===== src/rtl/queue_ctrl_pkg.sv =====
// Shared types and default sizes for the serial-in byte queue controller.
package queue_ctrl_pkg;

  localparam int DEF_DATA_W      = 8;
  localparam int DEF_SYNC_STAGES = 2;

  // Byte assembly / hand-off sequencing states.
  typedef enum logic [1:0] {
    S_RECV = 2'd0,
    S_HOLD = 2'd1,
    S_ENQ  = 2'd2
  } state_t;

  // Sticky error accumulation: once set, only reset clears it.
  function automatic logic err_next(input logic err_cur, input logic enq_rej,
                                    input logic deq_rej);
    return err_cur | enq_rej | deq_rej;
  endfunction

endpackage


===== src/rtl/edge_sync.sv =====
// Multi-flop synchronizer for a slow asynchronous strobe, followed by a
// rising-edge detector. EARLY=1 exposes the detector output one cycle before
// its registered copy, so a consumer that registers it lands on the same cycle
// as the registered pulse of an EARLY=0 instance.
module edge_sync #(
  parameter int STAGES = 2,
  parameter bit EARLY  = 1'b0
) (
  input  logic clk_i,
  input  logic rst_ni,
  input  logic async_i,
  output logic pulse_o
);

  logic [STAGES-1:0] sync_q;
  logic              prev_q;
  logic              pulse_q;
  logic              pulse_d;

  // Rising edge of the synchronized level: high now, low one cycle ago.
  assign pulse_d = sync_q[STAGES-1] & ~prev_q;

  // Synchronizer chain, previous-level flop and registered edge pulse.
  always_ff @(posedge clk_i or negedge rst_ni) begin
    if (!rst_ni) begin
      sync_q  <= '0;
      prev_q  <= 1'b0;
      pulse_q <= 1'b0;
    end else begin
      sync_q  <= {sync_q[STAGES-2:0], async_i};
      prev_q  <= sync_q[STAGES-1];
      pulse_q <= pulse_d;
    end
  end

  assign pulse_o = EARLY ? pulse_d : pulse_q;

endmodule


===== src/rtl/queue_ctrl.sv =====
// Serial-in byte queue controller: collects LSB-first bits into a byte,
// hands it to an external queue on request and issues dequeue strobes,
// with dequeue taking priority so the two strobes never coincide.
module queue_ctrl
  import queue_ctrl_pkg::*;
#(
  parameter int DATA_W      = DEF_DATA_W,
  parameter int SYNC_STAGES = DEF_SYNC_STAGES,
  parameter int AUTO_ENQ    = 0
) (
  input  logic              clock_1MHz,
  input  logic              rst,
  input  logic              data_in,
  input  logic              write_in,
  input  logic              enqueue_in,
  input  logic              dequeue_in,
  input  logic              q_full,
  input  logic              q_empty,
  output logic              q_enq_o,
  output logic              q_deq_o,
  output logic [DATA_W-1:0] q_wdata_o,
  output logic              status_out,
  output logic              err_o
);

  localparam int              CNT_W    = (DATA_W > 1) ? $clog2(DATA_W) : 1;
  localparam logic [CNT_W-1:0] LAST_BIT = CNT_W'(DATA_W - 1);
  localparam logic [CNT_W-1:0] CNT_ONE  = CNT_W'(1);

  // Synchronized strobes and data.
  logic wr_p_s;
  logic enq_p_s;
  logic deq_e_s;
  logic data_s;
  logic [SYNC_STAGES:0] dsync_q;

  // FSM and datapath state.
  state_t             state_q, state_d;
  logic [CNT_W-1:0]   bit_cnt_q, bit_cnt_d;
  logic [DATA_W-1:0]  shift_q, shift_d;
  logic               status_q, status_d;
  logic               q_enq_q, q_enq_d;
  logic               q_deq_q, q_deq_d;
  logic               deq_pend_q, deq_pend_d;
  logic               err_q, err_d;
  logic               enq_err_s;
  logic               deq_err_s;
  logic               deq_go_s;
  logic               enq_req_s;

  edge_sync #(.STAGES(SYNC_STAGES), .EARLY(1'b0)) u_sync_wr (
    .clk_i   (clock_1MHz),
    .rst_ni  (rst),
    .async_i (write_in),
    .pulse_o (wr_p_s)
  );

  edge_sync #(.STAGES(SYNC_STAGES), .EARLY(1'b0)) u_sync_enq (
    .clk_i   (clock_1MHz),
    .rst_ni  (rst),
    .async_i (enqueue_in),
    .pulse_o (enq_p_s)
  );

  // The dequeue detector feeds a registered strobe, so it taps the edge one
  // cycle early; the strobe then appears alongside the other pulses.
  edge_sync #(.STAGES(SYNC_STAGES), .EARLY(1'b1)) u_sync_deq (
    .clk_i   (clock_1MHz),
    .rst_ni  (rst),
    .async_i (dequeue_in),
    .pulse_o (deq_e_s)
  );

  // Data synchronizer one flop deeper than the strobe chain so the bit value
  // lines up with the registered write pulse.
  always_ff @(posedge clock_1MHz or negedge rst) begin
    if (!rst) begin
      dsync_q <= '0;
    end else begin
      dsync_q <= {dsync_q[SYNC_STAGES-1:0], data_in};
    end
  end

  assign data_s = dsync_q[SYNC_STAGES];

  // Dequeue path: issue, one-deep latch for back-to-back requests, rejects.
  always_comb begin
    deq_go_s   = 1'b0;
    deq_pend_d = deq_pend_q;
    deq_err_s  = 1'b0;
    q_deq_d    = 1'b0;
    if (deq_pend_q) begin
      deq_go_s   = 1'b1;
      deq_pend_d = 1'b0;
      if (deq_e_s) begin
        deq_err_s = 1'b1;
      end else begin
        deq_err_s = 1'b0;
      end
    end else if (deq_e_s) begin
      if (q_deq_q) begin
        deq_pend_d = 1'b1;
      end else begin
        deq_go_s = 1'b1;
      end
    end else begin
      deq_go_s = 1'b0;
    end
    if (deq_go_s) begin
      if (q_empty) begin
        deq_err_s = 1'b1;
      end else begin
        q_deq_d = 1'b1;
      end
    end else begin
      q_deq_d = 1'b0;
    end
  end

  // Byte-assembly FSM next state; an enqueue yields to a same-cycle dequeue.
  always_comb begin
    state_d   = state_q;
    bit_cnt_d = bit_cnt_q;
    shift_d   = shift_q;
    q_enq_d   = 1'b0;
    enq_err_s = 1'b0;
    enq_req_s = enq_p_s || (AUTO_ENQ != 0);
    case (state_q)
      S_RECV: begin
        // Once a byte is under way keep collecting, even if full appears.
        if (wr_p_s && (status_q || (bit_cnt_q != '0))) begin
          shift_d[bit_cnt_q] = data_s;
          if (bit_cnt_q == LAST_BIT) begin
            bit_cnt_d = '0;
            state_d   = S_HOLD;
          end else begin
            bit_cnt_d = bit_cnt_q + CNT_ONE;
          end
        end else begin
          bit_cnt_d = bit_cnt_q;
        end
      end
      S_HOLD: begin
        if (enq_req_s) begin
          if (q_full) begin
            enq_err_s = 1'b1;
          end else begin
            state_d = S_ENQ;
            q_enq_d = ~q_deq_d;
          end
        end else begin
          state_d = S_HOLD;
        end
      end
      S_ENQ: begin
        if (q_enq_q) begin
          state_d = S_RECV;
        end else begin
          q_enq_d = ~q_deq_d;
        end
      end
      default: begin
        state_d   = S_RECV;
        bit_cnt_d = '0;
      end
    endcase
  end

  // Ready indication and sticky error next values.
  always_comb begin
    status_d = (state_d == S_RECV) && !q_full;
    err_d    = err_next(err_q, enq_err_s, deq_err_s);
  end

  // State, datapath and registered outputs.
  always_ff @(posedge clock_1MHz or negedge rst) begin
    if (!rst) begin
      state_q    <= S_RECV;
      bit_cnt_q  <= '0;
      shift_q    <= '0;
      status_q   <= 1'b0;
      q_enq_q    <= 1'b0;
      q_deq_q    <= 1'b0;
      deq_pend_q <= 1'b0;
      err_q      <= 1'b0;
    end else begin
      state_q    <= state_d;
      bit_cnt_q  <= bit_cnt_d;
      shift_q    <= shift_d;
      status_q   <= status_d;
      q_enq_q    <= q_enq_d;
      q_deq_q    <= q_deq_d;
      deq_pend_q <= deq_pend_d;
      err_q      <= err_d;
    end
  end

  assign q_enq_o    = q_enq_q;
  assign q_deq_o    = q_deq_q;
  assign q_wdata_o  = shift_q;
  assign status_out = status_q;
  assign err_o      = err_q;

endmodule


===== config.mk =====
export PLATFORM = sky130hd
export DESIGN_NAME = queue_ctrl
export DESIGN_NICKNAME = d
export VERILOG_FILES = /design/src/rtl/queue_ctrl_pkg.sv /design/src/rtl/edge_sync.sv /design/src/rtl/queue_ctrl.sv
export SDC_FILE = /design/constraint.sdc
export NUM_CORES = 1
export LEC_CHECK = 0
export CAP_MARGIN = 5
export CORE_ASPECT_RATIO = 0.6
export CORE_MARGIN = 2
export CORE_UTILIZATION = 52
export DETAILED_ROUTE_END_ITERATION = 6
export PLACE_DENSITY = 0.88
export SLEW_MARGIN = 25
export SYNTH_ARGS = -nofsm -noshare
export SYNTH_HDL_FRONTEND = slang
export SYNTH_HIERARCHICAL = 1
export SYNTH_SLANG_ARGS = --single-unit

===== constraint.sdc =====
create_clock -name clock_1MHz -period 1.85 [get_ports clock_1MHz]
set_input_delay 0.37 -clock clock_1MHz [delete_from_list [all_inputs] [get_ports clock_1MHz]]
set_output_delay 0.37 -clock clock_1MHz [all_outputs]
set_load 0.01 [all_outputs]

**Run 1: M1 wires**

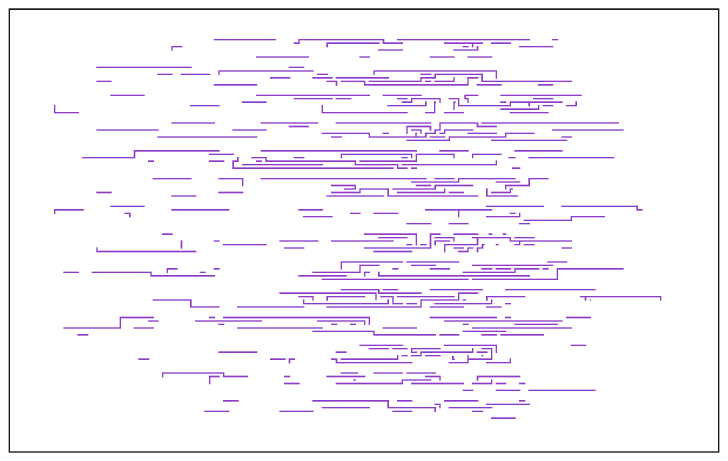
wire length on this layer = 1,210 um
share of all routed wire = 46%
nets with wire on the layer = 130
main direction = horizontal

**Run 1: register map, names as in the netlist**

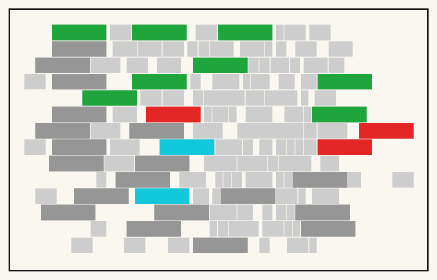
green -> q_wdata_o  # sequential cells 8
red -> bit_cnt_q  # sequential cells 3
cyan -> state_q  # sequential cells 2
not coloured = 19

**Run 1: logic cells by family**

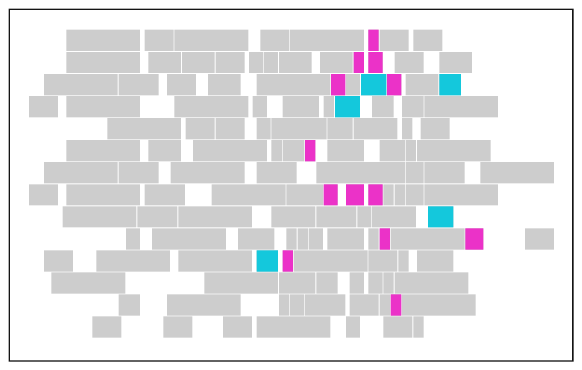
cyan -> non-inverting ao/oa cells  # cells 5
magenta -> nand cells  # cells 13
non-filler instance count after layout: 165
commonest non-fill, non-tap cell in the layout: dfrtp_1

==> ds_physical_params.txt, run 1 <==
Summary of implementation characteristics

Parameter                              Value

Job
  Log Warnings    31

Hold path
  Terminating pin of the worst hold path    u_sync_enq/sync_q[1]

Timing
  Aggregate negative setup slack    0 ps
  Final setup violation count    0
  Fmax    544 MHz
  Max-slew violation count    0

Layout
  Total number of multi-input combinational cells    63
  Non-clock buffer total of the final layout    22

Yosys
  Number of nets at floorplan    118
  Most used flip-flop cell    dfrtp_1
  Number of instances in the synthesized netlist    103
  Ranking of synthesized cells by instance count    dfrtp_1 (32), inv_1 (8), ha_1 (7)
  Warning count from the yosys run    6

Floorplan
  Chip width    69.3 um

Clock tree
  Clock buffers created by TritonCTS    5

Critical path
  WS Path Type    reg2reg

Pwr
  Worst vdd rail ir drop    0.758 mV
  Switching power    657 uW

Route
  Met2 wirelength from detailed routing    1210 um
  Initial DRC Count    66

Global route
  Largest net degree at the start of global routing    33

Run status
  Status    complete, no violations
==> run 2, diff against run 1 <==
- CTS_CLUSTER_SIZE: not set -> 12
**Run 2: M1 wires**

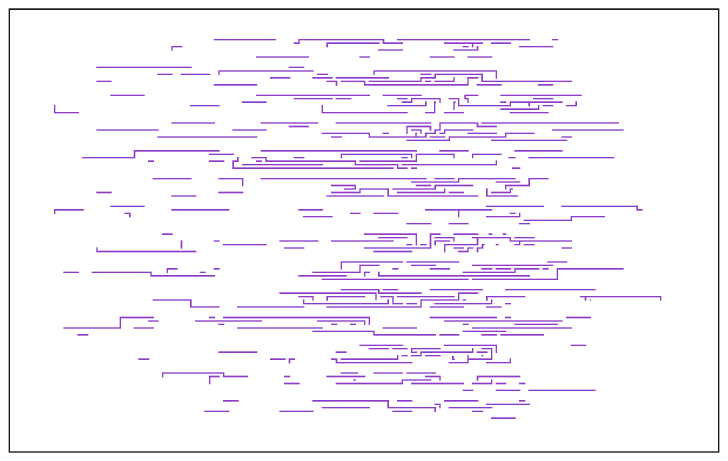
nets with wire on the layer = 130
wire length on this layer = 1,210 um
main direction = horizontal
longest straight run = 16.1 um
share of all routed wire = 46%

**Run 2: logic cells by family**

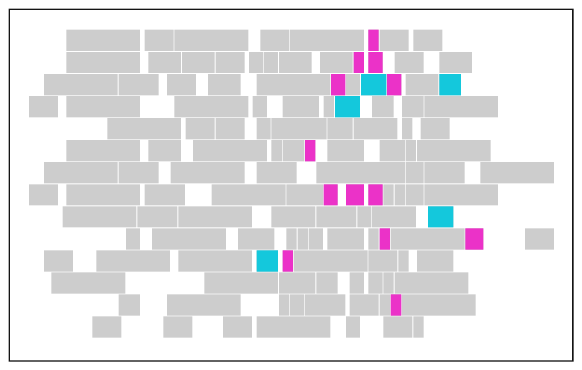
cyan -> non-inverting ao/oa cells  # cells 5
magenta -> nand cells  # cells 13
logic gate fraction of the total cell area: 29.9%

==> ds_physical_params.txt, run 2 <==
Summary of implementation characteristics

Parameter                              Value

Run status
  Status    complete, no violations

Timing
  Aggregate negative setup slack    0 ps
  Final setup violation count    0
  Fmax    544 MHz
  Max-slew violation count    0

Layout
  Non-filler instance count after layout    165
  Non-clock buffer total of the final layout    22
  Growth of design area from synthesis to finish    28.0%
  Number of fill cells in the layout    166
  Commonest non-fill, non-tap cell in the layout    dfrtp_1
  Total number of multi-input combinational cells    63
  Clock buffer instance count of the final layout    5
  Top logic cells by instance count in the layout    dfrtp_1 (32), clkdlybuf4s50_1 (19), inv_1 (8)

Yosys
  AND-OR/OR-AND share of the synthesized area    8.83%
  Warning count from the yosys run    6
  XOR/XNOR Fraction of Synth Area    0%
  Mux cell area share    6.77%
  Number of nets at floorplan    118
  Number of instances in the synthesized netlist    103
  Ranking of synthesized cells by instance count    dfrtp_1 (32), inv_1 (8), ha_1 (7)
  Post-synth ARST share    100%
  Most used flip-flop cell    dfrtp_1
  Yosys Chip Area    1330 um^2
  Post-synth EDFFs    0
  Basic Gates by Area    15.4%

Critical path
  Crit-path cells    inv_1 -> ha_2 -> nand2_1 -> nor3_2 -> nand3_1 -> mux2_1
  Total number of cells along the worst setup path    6
  WS Path Type    reg2reg

Pwr
  Seq pwr    850 uW
  Switching power    657 uW
  Largest power group    registers
  Worst vdd rail ir drop    0.758 mV

Route
  Met2 wirelength from detailed routing    1210 um
  Vias post-DR    938
  Total length of routed wires    2630 um

Global route
  Met1 Track Usage GR    26.1%
  Global routing's busiest layer    met2
  Largest net degree at the start of global routing    33

Floorplan
  Chip width    69.3 um

Clock tree
  # clock sinks    32
  Clock buffers created by TritonCTS    5

Hold path
  Terminating pin of the worst hold path    u_sync_enq/sync_q[1]

Job
  Log Warnings    31
Power and IR drop assume default switching activity.
